`config.mk`:
```
export PLATFORM = sky130hd
export DESIGN_NAME = serial_adder
export DESIGN_NICKNAME = d
export VERILOG_FILES = /design/src/rtl/serial_adder.sv
export SDC_FILE = /design/constraint.sdc
export NUM_CORES = 1
export LEC_CHECK = 0
export CELL_PAD_IN_SITES_DETAIL_PLACEMENT = 2
export CELL_PAD_IN_SITES_GLOBAL_PLACEMENT = 2
export CORE_ASPECT_RATIO = 1.2
export CORE_UTILIZATION = 33
export CTS_CLUSTER_DIAMETER = 60
export CTS_CLUSTER_SIZE = 10
export DETAILED_ROUTE_END_ITERATION = 8
export PLACE_DENSITY_LB_ADDON = 0.12
export SLEW_MARGIN = 0
export SYNTH_ARGS = -nofsm -noshare
export SYNTH_HDL_FRONTEND = slang
export SYNTH_SLANG_ARGS = --single-unit
export TNS_END_PERCENT = 5
```
`constraint.sdc`:
```
create_clock -name CLK -period 2.1 [get_ports CLK]
set_clock_uncertainty 0.15 [all_clocks]
set_input_delay 0.315 -clock CLK [delete_from_list [all_inputs] [get_ports CLK]]
set_output_delay 0.315 -clock CLK [all_outputs]
set_load 0.01 [all_outputs]
```
`src/rtl/serial_adder.sv`:
```
// Bit-serial adder: one full-adder cell and a carry flip-flop process one
// bit per clock, with a registered START/BUSY/DONE handshake.
module serial_adder #(
  parameter int WIDTH = 8
) (
  input  logic             CLK,
  input  logic             RST_N,
  input  logic             START,
  input  logic [WIDTH-1:0] A,
  input  logic [WIDTH-1:0] B,
  input  logic             CIN,
  output logic             BUSY,
  output logic             DONE,
  output logic [WIDTH-1:0] SUM,
  output logic             CARRY,
  output logic             OVERFLOW
);

  localparam int CW = $clog2(WIDTH + 1);
  localparam logic [CW-1:0] LAST_BIT = CW'(WIDTH - 1);

  typedef enum logic [1:0] {
    S_IDLE = 2'd0,
    S_RUN  = 2'd1,
    S_FIN  = 2'd2
  } state_t;

  function automatic logic fa_sum(input logic x, input logic y, input logic c);
    return x ^ y ^ c;
  endfunction

  function automatic logic fa_carry(input logic x, input logic y, input logic c);
    return (x & y) | (x & c) | (y & c);
  endfunction

  state_t           state_q, state_d;
  logic [CW-1:0]    cnt_q, cnt_d;
  logic [WIDTH-1:0] a_q, a_d;
  logic [WIDTH-1:0] b_q, b_d;
  logic             c_q, c_d;
  logic [WIDTH-1:0] psum_q, psum_d;
  logic [WIDTH-1:0] sum_q, sum_d;
  logic             carry_q, carry_d;
  logic             ovf_q, ovf_d;
  logic             busy_q, busy_d;
  logic             done_q, done_d;
  logic             bit_s;
  logic             cout_s;

  // Next-state and datapath decode; every register holds unless updated.
  always_comb begin
    state_d = state_q;
    cnt_d   = cnt_q;
    a_d     = a_q;
    b_d     = b_q;
    c_d     = c_q;
    psum_d  = psum_q;
    sum_d   = sum_q;
    carry_d = carry_q;
    ovf_d   = ovf_q;
    bit_s   = fa_sum(a_q[0], b_q[0], c_q);
    cout_s  = fa_carry(a_q[0], b_q[0], c_q);

    case (state_q)
      S_IDLE: begin
        if (START) begin
          a_d     = A;
          b_d     = B;
          c_d     = CIN;
          psum_d  = '0;
          cnt_d   = '0;
          state_d = S_RUN;
        end else begin
          state_d = S_IDLE;
        end
      end
      S_RUN: begin
        c_d    = cout_s;
        a_d    = a_q >> 1;
        b_d    = b_q >> 1;
        psum_d = {bit_s, psum_q[WIDTH-1:1]};
        cnt_d  = cnt_q + CW'(1);
        // On the last bit a_q[0]/b_q[0] hold the captured operand MSBs.
        if (cnt_q == LAST_BIT) begin
          state_d = S_FIN;
          sum_d   = {bit_s, psum_q[WIDTH-1:1]};
          carry_d = cout_s;
          ovf_d   = (a_q[0] == b_q[0]) && (bit_s != a_q[0]);
        end else begin
          state_d = S_RUN;
        end
      end
      S_FIN: begin
        state_d = S_IDLE;
      end
      default: begin
        state_d = S_IDLE;
      end
    endcase

    busy_d = (state_d == S_RUN);
    done_d = (state_d == S_FIN);
  end

  // State, datapath and output registers.
  always_ff @(posedge CLK or negedge RST_N) begin
    if (!RST_N) begin
      state_q <= S_IDLE;
      cnt_q   <= '0;
      a_q     <= '0;
      b_q     <= '0;
      c_q     <= 1'b0;
      psum_q  <= '0;
      sum_q   <= '0;
      carry_q <= 1'b0;
      ovf_q   <= 1'b0;
      busy_q  <= 1'b0;
      done_q  <= 1'b0;
    end else begin
      state_q <= state_d;
      cnt_q   <= cnt_d;
      a_q     <= a_d;
      b_q     <= b_d;
      c_q     <= c_d;
      psum_q  <= psum_d;
      sum_q   <= sum_d;
      carry_q <= carry_d;
      ovf_q   <= ovf_d;
      busy_q  <= busy_d;
      done_q  <= done_d;
    end
  end

  assign BUSY     = busy_q;
  assign DONE     = done_q;
  assign SUM      = sum_q;
  assign CARRY    = carry_q;
  assign OVERFLOW = ovf_q;

endmodule

```
Fig. 1: signal wires on met1
Bar = 20 um.
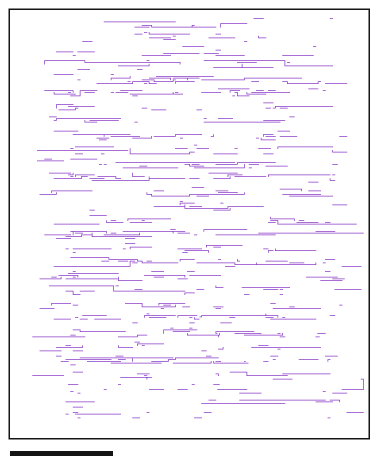
share of all routed wire: 41%
main direction: horizontal
wire length on this layer: 1680 um
met1 Track Usage GR: 0.177
via count: 1312
Post-Route WL: 4100 um

Fig. 2: the metal 2 layer
Bar = 20 um.
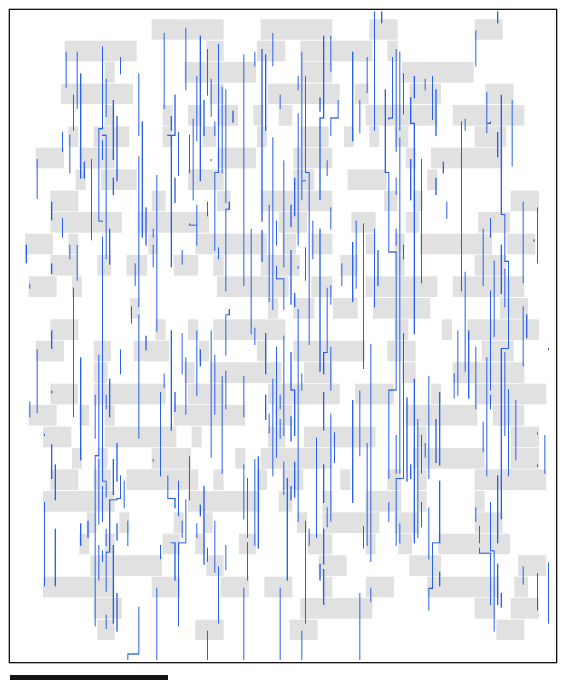
wire length on this layer: 2240 um
nets with wire on the layer: 194
longest straight run: 42.5 um
share of all routed wire: 55%

==> results.toml <==
# implementation run metrics
[synth]
async_flop_share = 1.00
logic_family = "simple AND/OR/NAND/NOR gates"
ff_type = "dfrtp_1"
top_cell = "dfrtp_1"
fp_nets = 184
yosys.area_share.simple = 0.161
yosysTopAreaCell = "dfrtp_1"
ys_seq_share = 0.587
syn_area_per_cell_sq_um = 11.1
top_cells_by_area = "dfrtp_1 59%, nand2_1 5.0%, nor2_1 5.0%"
ys_cells = 161
synth-edff-count = 0
syn_area_sq_mm = 0.00179

[status]
status = "finished, final reports clean"

[die]
rows = 29
core_area_sq_mm = 0.00526
fp_util = 0.341
fp.dieW_um = 69.3

[power_and_ir_drop]
p_leak_nw = 1.02
internal_power_mw = 2.12

[finish]
ff_count = 42
nNonClkInverters = 5
mostFrequentLayoutCells = "42 x dfrtp_1, 30 x clkdlybuf4s50_1, 24 x nand2_1, 24 x nor2_1, 11 x nand3_1"
layout_top_cell_excl_fill_tap = "dfrtp_1"
n_fill_cell = 545

[sta]
fmax_mhz = 541
maxSlewHeadroom = 0.641

[critical_path]
path_buffers = 1
endpoint = "OVERFLOW"
critical_path_depth = 5
cp-end-kind = "flop"
critPathTopFamily = "adder cells"
r2r_start = "a_q[0]"
crit_slowest_cell = "fa_1"
critical_path.max_stage_delay_ns = 0.59
reg2regPathDepth = 5

[clock_tree]
clock_path_buffers = 2
cts_root_buffer = "clkbuf_8"
clkTransAtPathRegs_ns = 0.08
postCtsResizedCells = 0
cts_setup_buffers = 0
cts_buffers = 5

[routing]
dr.pass1.iters = 3

[flow_run]
tool_warnings = 27

[hold_path]
hold_end = "psum_q[3]"

[grt]
grt_max_degree = 43
Fig. 3: metal 3
Bar = 20 um.
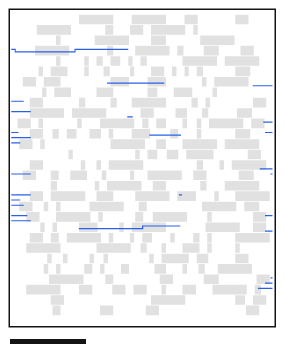
main direction: horizontal
longest straight run: 16.6 um
wire length on this layer: 143 um
share of all routed wire: 3.5%
nets with wire on the layer: 23

Fig. 4: routing congestion
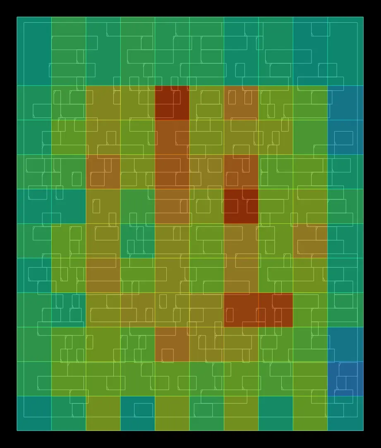
Most Crowded Layer GR: met2
met3 usage: 0.0437
post-layout util: 0.428

